### src/rtl/rtc_alarm_ctrl.sv
// rtc_alarm_ctrl: time-of-day controller with alarm channels.
//   Keeps HH:MM:SS from a one-cycle 1 Hz strobe and offers three modes (NORMAL, TIMESET,
//   ALARMSET). It has NUM_ALARMS alarm channels with a self-clearing ring output, validated
//   host time loads, and LED display fields. Every input strobe is a single-cycle level.
// Ports:
//   clock, reset_n                     clock and asynchronous active-low reset
//   tick                               1 Hz strobe
//   button{0,1,2}_signal[_long]        short / long button strobes
//   load_valid, load_hr/min/sec        host time load
//   load_error, sync_request           one-cycle status pulses
//   hr_out, min_out, sec_out           current time
//   led_num0, led_num1, led_dot        display fields
//   mode, alarm_sel, alarm_ring        mode, selected alarm, per-channel ring flags
module rtc_alarm_ctrl #(
  parameter int unsigned NUM_ALARMS   = 2,
  parameter int unsigned RING_SECONDS = 30
) (
  input  logic                  clock,
  input  logic                  reset_n,
  input  logic                  tick,
  input  logic                  button0_signal,
  input  logic                  button0_signal_long,
  input  logic                  button1_signal,
  input  logic                  button1_signal_long,
  input  logic                  button2_signal,
  input  logic                  button2_signal_long,
  input  logic                  load_valid,
  input  logic [4:0]            load_hr,
  input  logic [5:0]            load_min,
  input  logic [5:0]            load_sec,
  output logic                  load_error,
  output logic                  sync_request,
  output logic [4:0]            hr_out,
  output logic [5:0]            min_out,
  output logic [5:0]            sec_out,
  output logic [5:0]            led_num0,
  output logic [5:0]            led_num1,
  output logic                  led_dot,
  output logic [1:0]            mode,
  output logic [2:0]            alarm_sel,
  output logic [NUM_ALARMS-1:0] alarm_ring
);

  localparam logic [1:0] ModeNormal   = 2'd0;
  localparam logic [1:0] ModeTimeset  = 2'd1;
  localparam logic [1:0] ModeAlarmset = 2'd2;

  logic [4:0]            hr_q, hr_d;
  logic [5:0]            min_q, min_d;
  logic [5:0]            sec_q, sec_d;
  logic [1:0]            mode_q, mode_d;
  logic                  hhmm_q, hhmm_d;   // 1 = HHMM position, 0 = MMSS
  logic                  dir1_q, dir1_d;   // 1 = step down
  logic                  dir2_q, dir2_d;
  logic [2:0]            sel_q, sel_d;
  logic [4:0]            alm_hr_q  [NUM_ALARMS];
  logic [4:0]            alm_hr_d  [NUM_ALARMS];
  logic [5:0]            alm_min_q [NUM_ALARMS];
  logic [5:0]            alm_min_d [NUM_ALARMS];
  logic [NUM_ALARMS-1:0] alm_en_q, alm_en_d;
  logic [NUM_ALARMS-1:0] ring_q, ring_d;
  logic [7:0]            ring_cnt_q, ring_cnt_d;
  logic                  load_error_q, load_error_d;
  logic                  sync_req_q, sync_req_d;

  function automatic logic [5:0] step_field(input logic [5:0] val, input logic down,
                                            input logic [5:0] top);
    if (down) begin
      return (val == 6'd0) ? top : val - 6'd1;
    end
    return (val == top) ? 6'd0 : val + 6'd1;
  endfunction

  function automatic logic [4:0] step_hr(input logic [4:0] val, input logic down);
    if (down) begin
      return (val == 5'd0) ? 5'd23 : val - 5'd1;
    end
    return (val == 5'd23) ? 5'd0 : val + 5'd1;
  endfunction

  // Fields of the currently selected alarm.
  logic [4:0] sel_hr;
  logic [5:0] sel_min;
  logic       sel_en;

  always_comb begin
    sel_hr  = '0;
    sel_min = '0;
    sel_en  = 1'b0;
    for (int i = 0; i < NUM_ALARMS; i++) begin
      if (sel_q == 3'(i)) begin
        sel_hr  = alm_hr_q[i];
        sel_min = alm_min_q[i];
        sel_en  = alm_en_q[i];
      end
    end
  end

  // Time after one tick, and the alarms that this new time matches.
  logic [4:0]            hr_inc;
  logic [5:0]            min_inc;
  logic [5:0]            sec_inc;
  logic [NUM_ALARMS-1:0] hit;

  always_comb begin
    sec_inc = (sec_q == 6'd59) ? 6'd0 : sec_q + 6'd1;
    min_inc = min_q;
    hr_inc  = hr_q;
    if (sec_q == 6'd59) begin
      min_inc = (min_q == 6'd59) ? 6'd0 : min_q + 6'd1;
      if (min_q == 6'd59) begin
        hr_inc = (hr_q == 5'd23) ? 5'd0 : hr_q + 5'd1;
      end
    end
    for (int i = 0; i < NUM_ALARMS; i++) begin
      hit[i] = alm_en_q[i] && (sec_inc == 6'd0) && (alm_hr_q[i] == hr_inc) &&
               (alm_min_q[i] == min_inc);
    end
  end

  // One action per cycle, in priority order; lower-priority strobes are dropped.
  always_comb begin
    hr_d         = hr_q;
    min_d        = min_q;
    sec_d        = sec_q;
    mode_d       = mode_q;
    hhmm_d       = hhmm_q;
    dir1_d       = dir1_q;
    dir2_d       = dir2_q;
    sel_d        = sel_q;
    alm_hr_d     = alm_hr_q;
    alm_min_d    = alm_min_q;
    alm_en_d     = alm_en_q;
    ring_d       = ring_q;
    ring_cnt_d   = ring_cnt_q;
    load_error_d = 1'b0;
    sync_req_d   = 1'b0;

    if (load_valid) begin
      if (mode_q == ModeNormal) begin
        if (load_hr <= 5'd23 && load_min <= 6'd59 && load_sec <= 6'd59) begin
          hr_d  = load_hr;
          min_d = load_min;
          sec_d = load_sec;
        end else begin
          load_error_d = 1'b1;
        end
      end
    end else if (button0_signal_long) begin
      case (mode_q)
        ModeNormal: begin
          mode_d     = ModeTimeset;
          ring_d     = '0;
          ring_cnt_d = '0;
        end
        ModeTimeset: mode_d = ModeAlarmset;
        default:     mode_d = ModeNormal;
      endcase
    end else if (button0_signal) begin
      if (mode_q == ModeAlarmset) begin
        sel_d = (sel_q == 3'(NUM_ALARMS - 1)) ? 3'd0 : sel_q + 3'd1;
      end else begin
        hhmm_d = ~hhmm_q;
      end
    end else if (button1_signal_long || button1_signal) begin
      case (mode_q)
        ModeNormal: begin
          ring_d     = '0;
          ring_cnt_d = '0;
        end
        ModeTimeset: begin
          if (hhmm_q) hr_d = step_hr(hr_q, dir1_q);
          else        min_d = step_field(min_q, dir1_q, 6'd59);
          if (button1_signal_long) dir1_d = ~dir1_q;
        end
        default: begin
          for (int i = 0; i < NUM_ALARMS; i++) begin
            if (sel_q == 3'(i)) alm_hr_d[i] = step_hr(alm_hr_q[i], dir1_q);
          end
          if (button1_signal_long) dir1_d = ~dir1_q;
        end
      endcase
    end else if (button2_signal_long) begin
      case (mode_q)
        ModeNormal: begin
          ring_d     = '0;
          ring_cnt_d = '0;
        end
        ModeTimeset: begin
          if (hhmm_q) min_d = step_field(min_q, dir2_q, 6'd59);
          else        sec_d = step_field(sec_q, dir2_q, 6'd59);
          dir2_d = ~dir2_q;
        end
        default: begin
          for (int i = 0; i < NUM_ALARMS; i++) begin
            if (sel_q == 3'(i)) alm_en_d[i] = ~alm_en_q[i];
          end
        end
      endcase
    end else if (button2_signal) begin
      case (mode_q)
        ModeNormal: begin
          if (|ring_q) begin
            ring_d     = '0;
            ring_cnt_d = '0;
          end else begin
            sync_req_d = 1'b1;
          end
        end
        ModeTimeset: begin
          if (hhmm_q) min_d = step_field(min_q, dir2_q, 6'd59);
          else        sec_d = step_field(sec_q, dir2_q, 6'd59);
        end
        default: begin
          for (int i = 0; i < NUM_ALARMS; i++) begin
            if (sel_q == 3'(i)) alm_min_d[i] = step_field(alm_min_q[i], dir2_q, 6'd59);
          end
        end
      endcase
    end else if (tick && mode_q == ModeNormal) begin
      hr_d  = hr_inc;
      min_d = min_inc;
      sec_d = sec_inc;
      if (|hit) begin
        ring_d     = ring_q | hit;
        ring_cnt_d = 8'(RING_SECONDS);
      end else if (ring_cnt_q != 8'd0) begin
        ring_cnt_d = ring_cnt_q - 8'd1;
        if (ring_cnt_q == 8'd1) ring_d = '0;
      end
    end
  end

  always_ff @(posedge clock or negedge reset_n) begin
    if (!reset_n) begin
      hr_q         <= '0;
      min_q        <= '0;
      sec_q        <= '0;
      mode_q       <= ModeNormal;
      hhmm_q       <= 1'b0;
      dir1_q       <= 1'b0;
      dir2_q       <= 1'b0;
      sel_q        <= '0;
      for (int i = 0; i < NUM_ALARMS; i++) begin
        alm_hr_q[i]  <= '0;
        alm_min_q[i] <= '0;
      end
      alm_en_q     <= '0;
      ring_q       <= '0;
      ring_cnt_q   <= '0;
      load_error_q <= 1'b0;
      sync_req_q   <= 1'b0;
    end else begin
      hr_q         <= hr_d;
      min_q        <= min_d;
      sec_q        <= sec_d;
      mode_q       <= mode_d;
      hhmm_q       <= hhmm_d;
      dir1_q       <= dir1_d;
      dir2_q       <= dir2_d;
      sel_q        <= sel_d;
      alm_hr_q     <= alm_hr_d;
      alm_min_q    <= alm_min_d;
      alm_en_q     <= alm_en_d;
      ring_q       <= ring_d;
      ring_cnt_q   <= ring_cnt_d;
      load_error_q <= load_error_d;
      sync_req_q   <= sync_req_d;
    end
  end

  always_comb begin
    if (mode_q == ModeAlarmset) begin
      led_num0 = {1'b0, sel_hr};
      led_num1 = sel_min;
      led_dot  = sel_en;
    end else begin
      if (hhmm_q) begin
        led_num0 = {1'b0, hr_q};
        led_num1 = min_q;
      end else begin
        led_num0 = min_q;
        led_num1 = sec_q;
      end
      led_dot = (mode_q == ModeNormal) ? sec_q[0] : 1'b0;
    end
  end

  assign hr_out       = hr_q;
  assign min_out      = min_q;
  assign sec_out      = sec_q;
  assign mode         = mode_q;
  assign alarm_sel    = sel_q;
  assign alarm_ring   = ring_q;
  assign load_error   = load_error_q;
  assign sync_request = sync_req_q;

endmodule

### config.mk
export PLATFORM = sky130hd
export DESIGN_NAME = rtc_alarm_ctrl
export DESIGN_NICKNAME = d
export VERILOG_FILES = /design/src/rtl/rtc_alarm_ctrl.sv
export SDC_FILE = /design/constraint.sdc
export NUM_CORES = 1
export LEC_CHECK = 0
export CORE_ASPECT_RATIO = 1.4
export CORE_MARGIN = 2
export CORE_UTILIZATION = 38
export CTS_CLUSTER_SIZE = 30
export DETAILED_ROUTE_END_ITERATION = 16
export GPL_TIMING_DRIVEN = 1
export MAX_ROUTING_LAYER = met4
export SYNTH_ARGS = -nofsm -noshare
export SYNTH_HDL_FRONTEND = slang
export SYNTH_SLANG_ARGS = --single-unit
### constraint.sdc
create_clock -name clock -period 4.16 [get_ports clock]
set_clock_uncertainty 0.15 [all_clocks]
set_input_delay 0.832 -clock clock [delete_from_list [all_inputs] [get_ports clock]]
set_output_delay 0.832 -clock clock [all_outputs]
set_load 0.03 [all_outputs]
==> run_1/io_fan.png <==
Scale bar: 20 microns.
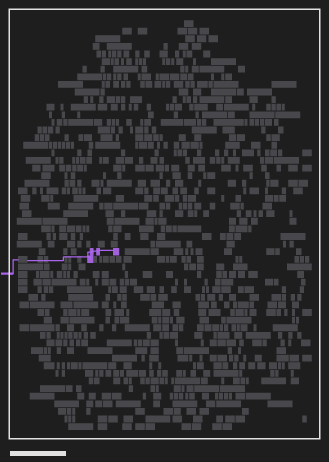
port	color	bits	direction	end cells	buffers	wire
button2_signal	purple	1	input	4	1	43.6 microns

==> run_1/congestion.png <==
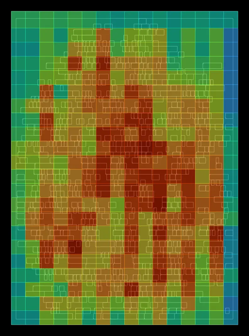
met1 Track Usage GR: 29.7%
gr busiest metal: met2
final core utilization: 46.4%

==> run_1/flops_by_reg.png <==
Other sequential cells in the stronger gray, the rest of the logic in the fainter gray.
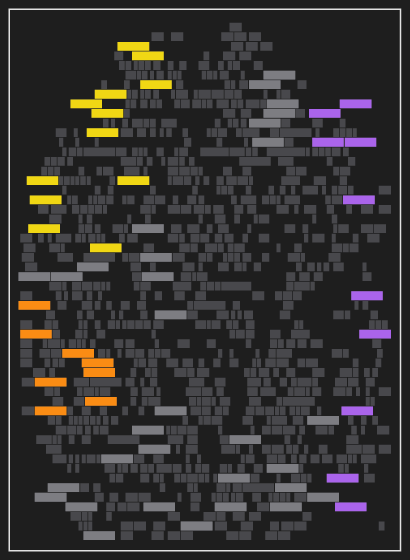
name in the netlist	color	flops
ring_cnt_q	orange	8
alm_hr_q	purple	10
alm_min_q	yellow	12

==> run_1/clk_routes.png <==
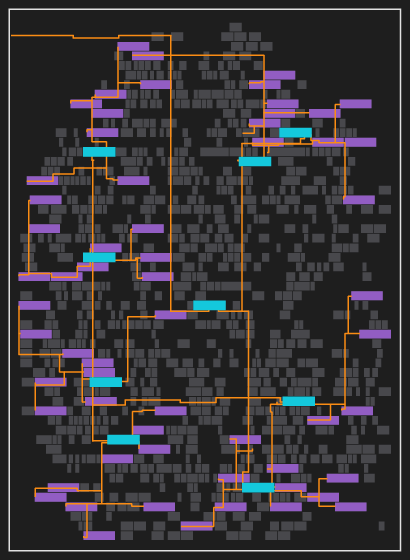
[flip-flops] purple | count: 61
[clock drivers] cyan | count: 9
[clock wires] orange | length: 1170 microns
routed clock nets	10

[run 1: power by group through the flow]
| stage | Combinational [W] | Clock, W | Sequential [W] |
|---|---|---|---|
| after floorplan | 0.00194 | 0 | 0.00105 |
| after global placement | 0.00304 | 0 | 0.00107 |
| after detailed placement | 0.00302 | 0 | 0.00108 |
| after CTS | 0.00303 | 0.000765 | 0.00106 |
| after global routing | 0.00328 | 0.000789 | 0.00110 |
| final | 0.00305 | 0.000752 | 0.00107 |
[run 1: critical path, cell delays in order, from the launching register on]
cell      delay [ns]
dfrtp_1         0.52
ha_1            0.31
and2_1          0.40
nand2_1         0.28
a221o_1         0.47
xnor2_1         0.17
nand3_1         0.13
nor4b_2         0.47
or3b_1          0.39
o211ai_2        0.16
a22o_1          0.25
==> results.cfg, run 1 <==
; yosys + openroad results
[synth]
synthXorXnorAreaFrac_pct = 5.95
common_cells = 84 x nand2_1, 77 x a21oi_1, 61 x dfrtp_1, 61 x o21ai_0, 59 x nor2_1
yosys_area_sq_um = 6030
synth_seq_share_pct = 25.3
mux_share_pct = 5.02
yosysUniqueCellTypes = 75
yosys-top-cells-area = dfrtp_1 25%, a21oi_1 6.4%, nand2_1 5.2%
synth_area_sq_um = 6030
yosysWarnings = 0
adder_share_pct = 4.36
yosys.area_share.aoi_pct = 28.0
numSynthFlops = 61
ys_sh_simple_pct = 25.1
ys_cells = 811
synthMostInstantiatedCell = nand2_1

[timing]
finalHoldViolations = 0
slew_headroom_pct = 37.8
fin_crit_ns = 3.82
fmax_mhz = 262
fin_ws_ns = 0.339
fin_tns_setup_ns = 0

[power]
p_sw_w = 0.00246
pwr-share-comb_pct = 62.6
seqPwrFrac_pct = 22.0
power.density_nw_per_um2 = 677

[die]
die_h_microns = 153
fp.coreArea_sq_um = 15500
die_w_microns = 110
n_tap_cell = 196
fp_util_pct = 38.8

[clocking]
holdBufCountCts = 0
cts_tree = yes
cts.clk_slew.worst_paths_ns = 0.05
cts.sinks = 61
cts.path.max_buffers = 2

[critical_path]
critPathKind = reg2reg
r2r-end = ring_cnt_q[3]$_DFFE_PN0P_
critPathMaxFanout = 11
worstPathRequired_ns = 4.25

[grt]
grt_use_met2_pct = 47.0
first_global_vias = 6210
met3_usage_pct = 3.73

[finish]
final-comb-area_sq_um = 4130
antenna_cells = 0
top_regs = alm_min_q (12), alm_hr_q (10), ring_cnt_q (8)
largest_reg_flops = 12
syn_to_final_growth_pct = 19.5
nFillCells = 1591
clkCellAreaFrac_pct = 3.90
seq_cells = 61
largest_cell_class = multi-input combinational cells

[placed_design]
dp.cells = 1039
placed_area_sq_um = 6930

[drt]
ant_nets = 0
first_pass_iters = 5
via_count = 6468
drc_errors = 0
wl_microns = 22100

[status]
status = complete, no violations

[hold_path]
hold_class = in2async
==> run_1/layer_met1.png <==
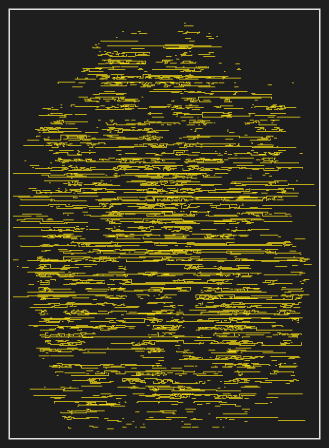

==> run 2, diff against run 1 <==
--- a/config.mk
+++ b/config.mk
@@ -10,7 +10,6 @@
 export CORE_UTILIZATION = 38
 export CTS_CLUSTER_SIZE = 30
 export DETAILED_ROUTE_END_ITERATION = 16
-export GPL_TIMING_DRIVEN = 1
 export MAX_ROUTING_LAYER = met4
 export SYNTH_ARGS = -nofsm -noshare
 export SYNTH_HDL_FRONTEND = slang
==> constraint.sdc (replaced) <==
create_clock -name clock -period 4.16 [get_ports clock]
set_clock_uncertainty 0.15 [all_clocks]
set_input_delay 0.624 -clock clock [delete_from_list [all_inputs] [get_ports clock]]
set_output_delay 0.624 -clock clock [all_outputs]
set_load 0.03 [all_outputs]
==> run_2/layer_met1.png <==
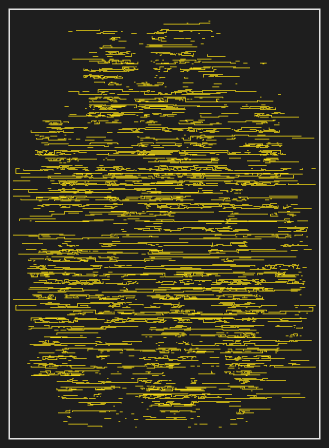
longest straight run	54.7 microns
nets with wire on the layer	811
share of all routed wire	40%

==> run 2 against run 1 <==
Register-to-register slack got worse by 0.02 ns. Critical path depth did not move. Combinational power grew 2%. Cell count did not move. Design area up 0.54%. Routed wire length shrank 1.0%. Sequential share of layout area is 0.11 points lower. Setup slack got worse by 0.022 ns. Critical path type unchanged.
==> results.cfg, run 2 <==
; yosys + openroad results
[placed_design]
placed_area_sq_um = 6910

[power]
seq-power_w = 0.00103
leakage_nw = 2.91
pg_comb_w = 0.00310
top_power_group = combinational cells
seqPwrFrac_pct = 20.7
p_sw_w = 0.00249
power.density_nw_per_um2 = 685
p_clk_w = 0.000845

[hold_path]
hold_class = in2async

[synth]
synth_seq_share_pct = 25.3
yosysWarnings = 0
synth_area_sq_um = 6030
yosysUniqueCellTypes = 75
numSynthFlops = 61
common_cells = 84 x nand2_1, 77 x a21oi_1, 61 x dfrtp_1, 61 x o21ai_0, 59 x nor2_1
yosys_area_sq_um = 6030
synthMostInstantiatedCell = nand2_1
ys_cells = 811

[drt]
drtIter0Drc = 445
wl_microns = 21900
first_pass_iters = 8
ant_nets = 0
drc_errors = 0

[finish]
largest_cell_class = multi-input combinational cells
clkCellAreaFrac_pct = 4.47
syn_to_final_growth_pct = 20.1
finalCoreUtilization_pct = 46.6
final-comb-area_sq_um = 4140
nFillCells = 1599
seq_cells = 61
antenna_cells = 0
largest_reg_flops = 12

[timing]
fin_crit_ns = 3.84
finalHoldViolations = 0
worst_slew_pin_slew_ns = 0.938
slew_headroom_pct = 37.5
fin_tns_setup_ns = 0

[die]
n_tap_cell = 196
fp.coreArea_sq_um = 15500
die_h_microns = 153

[clocking]
cts.clk_slew.worst_paths_ns = 0.06
cts.sinks = 61
cts.path.max_buffers = 2
cts_tree = yes

[critical_path]
worstPathRequired_ns = 4.30
critPathMaxFanout = 10
critPathKind = reg2reg
r2r-end = ring_cnt_q[4]$_DFFE_PN0P_

[flow_run]
warnings = 39

[status]
status = complete, no violations

[grt]
grt_use_met2_pct = 44.8
grt_use_met1_pct = 30.3
met3_usage_pct = 3.25
first_global_vias = 6142
==> run 2: kinds of logic after synthesis <==
family / synth area share (%)
mux: 5.02
compound gates: 28.0
xor+xnor: 5.95
fa+ha+maj: 4.36
simple gates: 25.1
buf+inv: 6.28
flops: 25.3
==> run 2: critical path, cell delays in order, from the launching register on <==
cell	delay, ns
dfrtp_1	0.53
ha_1	0.30
nand2_1	0.21
or4_1	0.68
mux2_4	0.28
o211ai_2	0.07
a2111oi_1	0.38
nor4b_4	0.42
nor4_1	0.12
nor3_1	0.41
a22o_1	0.22
==> run 2: per-layer routing <==
| layer | routed length [microns] | vias to the layer above |
|---|---|---|
| met1 | 8730 | 3005 |
| li1 | - | 3064 |
| met5 | 0 | - |
| met4 | 1250 | 0 |
| met2 | 10900 | 215 |
| met3 | 965 | 78 |
==> run_2/flops_by_reg.png <==
Other sequential cells in the stronger gray, the rest of the logic in the fainter gray.
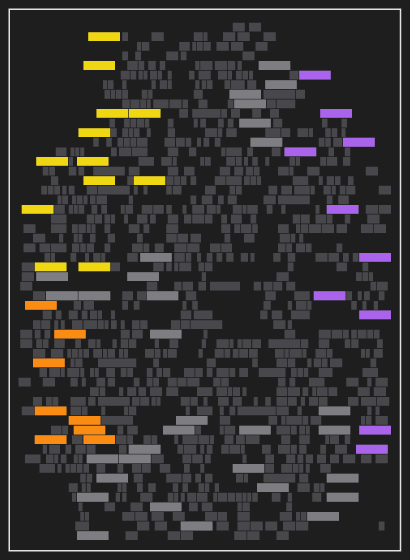

==> run 3, diff against run 2 <==
--- a/config.mk
+++ b/config.mk
@@ -7,10 +7,11 @@
 export LEC_CHECK = 0
 export CORE_ASPECT_RATIO = 1.4
 export CORE_MARGIN = 2
-export CORE_UTILIZATION = 38
+export CORE_UTILIZATION = 58
 export CTS_CLUSTER_SIZE = 30
 export DETAILED_ROUTE_END_ITERATION = 16
 export MAX_ROUTING_LAYER = met4
+export PLACE_DENSITY = 0.82
 export SYNTH_ARGS = -nofsm -noshare
 export SYNTH_HDL_FRONTEND = slang
 export SYNTH_SLANG_ARGS = --single-unit
==> run_3/flops_by_reg.png <==
Other sequential cells in the stronger gray, the rest of the logic in the fainter gray.
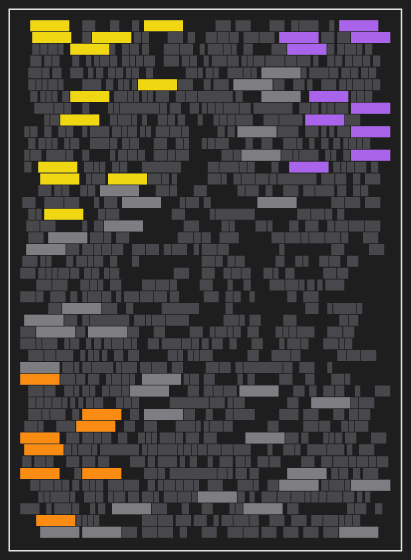
name in the netlist	color	flops	where
alm_min_q	yellow	12	top left
ring_cnt_q	orange	8	bottom left
alm_hr_q	purple	10	top right
not colored	31

==> run 3 against run 2 <==
Via count is 6.1% higher. Sequential power about the same. Hold slack worse by 0.12 ns. Clock power down 7.8%. Die size is 34% lower. Highest routed layer unchanged. First-iteration DRC count up 62%.
==> results.cfg, run 3 <==
; yosys + openroad results
[timing]
fin_tns_setup_ns = 0
slew_headroom_pct = 39.4
finalClockPeriodUsage_pct = 91.4
worst_slew_pin_slew_ns = 0.909
finalHoldViolations = 0
fin_crit_ns = 3.80

[synth]
adder_share_pct = 4.36
yosys_area_sq_um = 6030
yosysWarnings = 0
yosys.area_share.aoi_pct = 28.0
ys_sh_simple_pct = 25.1
ys_cells = 811
synthXorXnorAreaFrac_pct = 5.95
mux_share_pct = 5.02
synth-edff-count = 0
yosysUniqueCellTypes = 75
logic_family = AND-OR/OR-AND gates
synthMostInstantiatedCell = nand2_1
synth_seq_share_pct = 25.3
numSynthFlops = 61
common_cells = 84 x nand2_1, 77 x a21oi_1, 61 x dfrtp_1, 61 x o21ai_0, 59 x nor2_1
synth_area_sq_um = 6030

[clocking]
htree_levels = 3
cts.clk_slew.worst_paths_ns = 0.05
cts_tree = yes
clk_latency_ns = 0.34
cts.path.max_buffers = 2
cts.sinks = 61

[critical_path]
critPathMaxFanout = 9
critical-path-max-stage-delay_ns = 0.67
cp.depth = 10
crit_buf_inv = 0
path_cells = ha_1, nand2_1, or4_1, mux2_4, o211ai_2, a2111oi_1, nor4b_4, or3b_4, o211ai_2, a22o_1
critPathTopFamily = simple AND/OR/NAND/NOR gates
worstPathRequired_ns = 4.23
crit_top_cell = o211ai_2
crit_slowest_cell = or4_1
critPathKind = reg2reg

[finish]
largest_reg_flops = 12
syn_to_final_growth_pct = 18.0
largest_register = alm_min_q
antenna_cells = 0
finalCoreUtilization_pct = 69.5
nFillCells = 871

[grt]
first_global_vias = 6525

[power]
leakage_nw = 2.88
power.density_nw_per_um2 = 685

[placed_design]
placed_area_sq_um = 6820

[flow_run]
warnings = 39

[drt]
drtIter0Drc = 722
drc_errors = 0
wl_microns = 21300
first_pass_iters = 7

[hold_path]
hold_class = in2async

[die]
fp.coreArea_sq_um = 10200
die_h_microns = 125

[status]
status = complete, no violations
[run 3: cell counts after synthesis]
No cell type changed its count.
[run 3: metal layers]
layer / global-route usage [%] / wire (microns) / vias to the layer above
li1: - / - / 3054
met1: 43.7 / 7940 / 3218
met2: 65.9 / 10500 / 369
met3: 7.26 / 1590 / 110
met4: 19.4 / 1200 / 0
met5: - / 0 / -
[run 3: cell type report]
cell class	instances	area, sq um	area share [%]
tap	138	173	2.42
clock buffer	13	270	3.80
multi-input combinational	651	4130	58.0
sequential	61	1530	21.4
timing repair buffer	96	878	12.3
inverter	30	113	1.58
clock inverter	1	30.0	0.422
[run 3: power by group]
group          internal [W]  total [W]  switching [W]
clock              0.000506   0.000779       0.000273
combinational       0.00122    0.00308        0.00186
sequential         0.000734    0.00102       0.000289
Power and IR drop assume default switching activity.
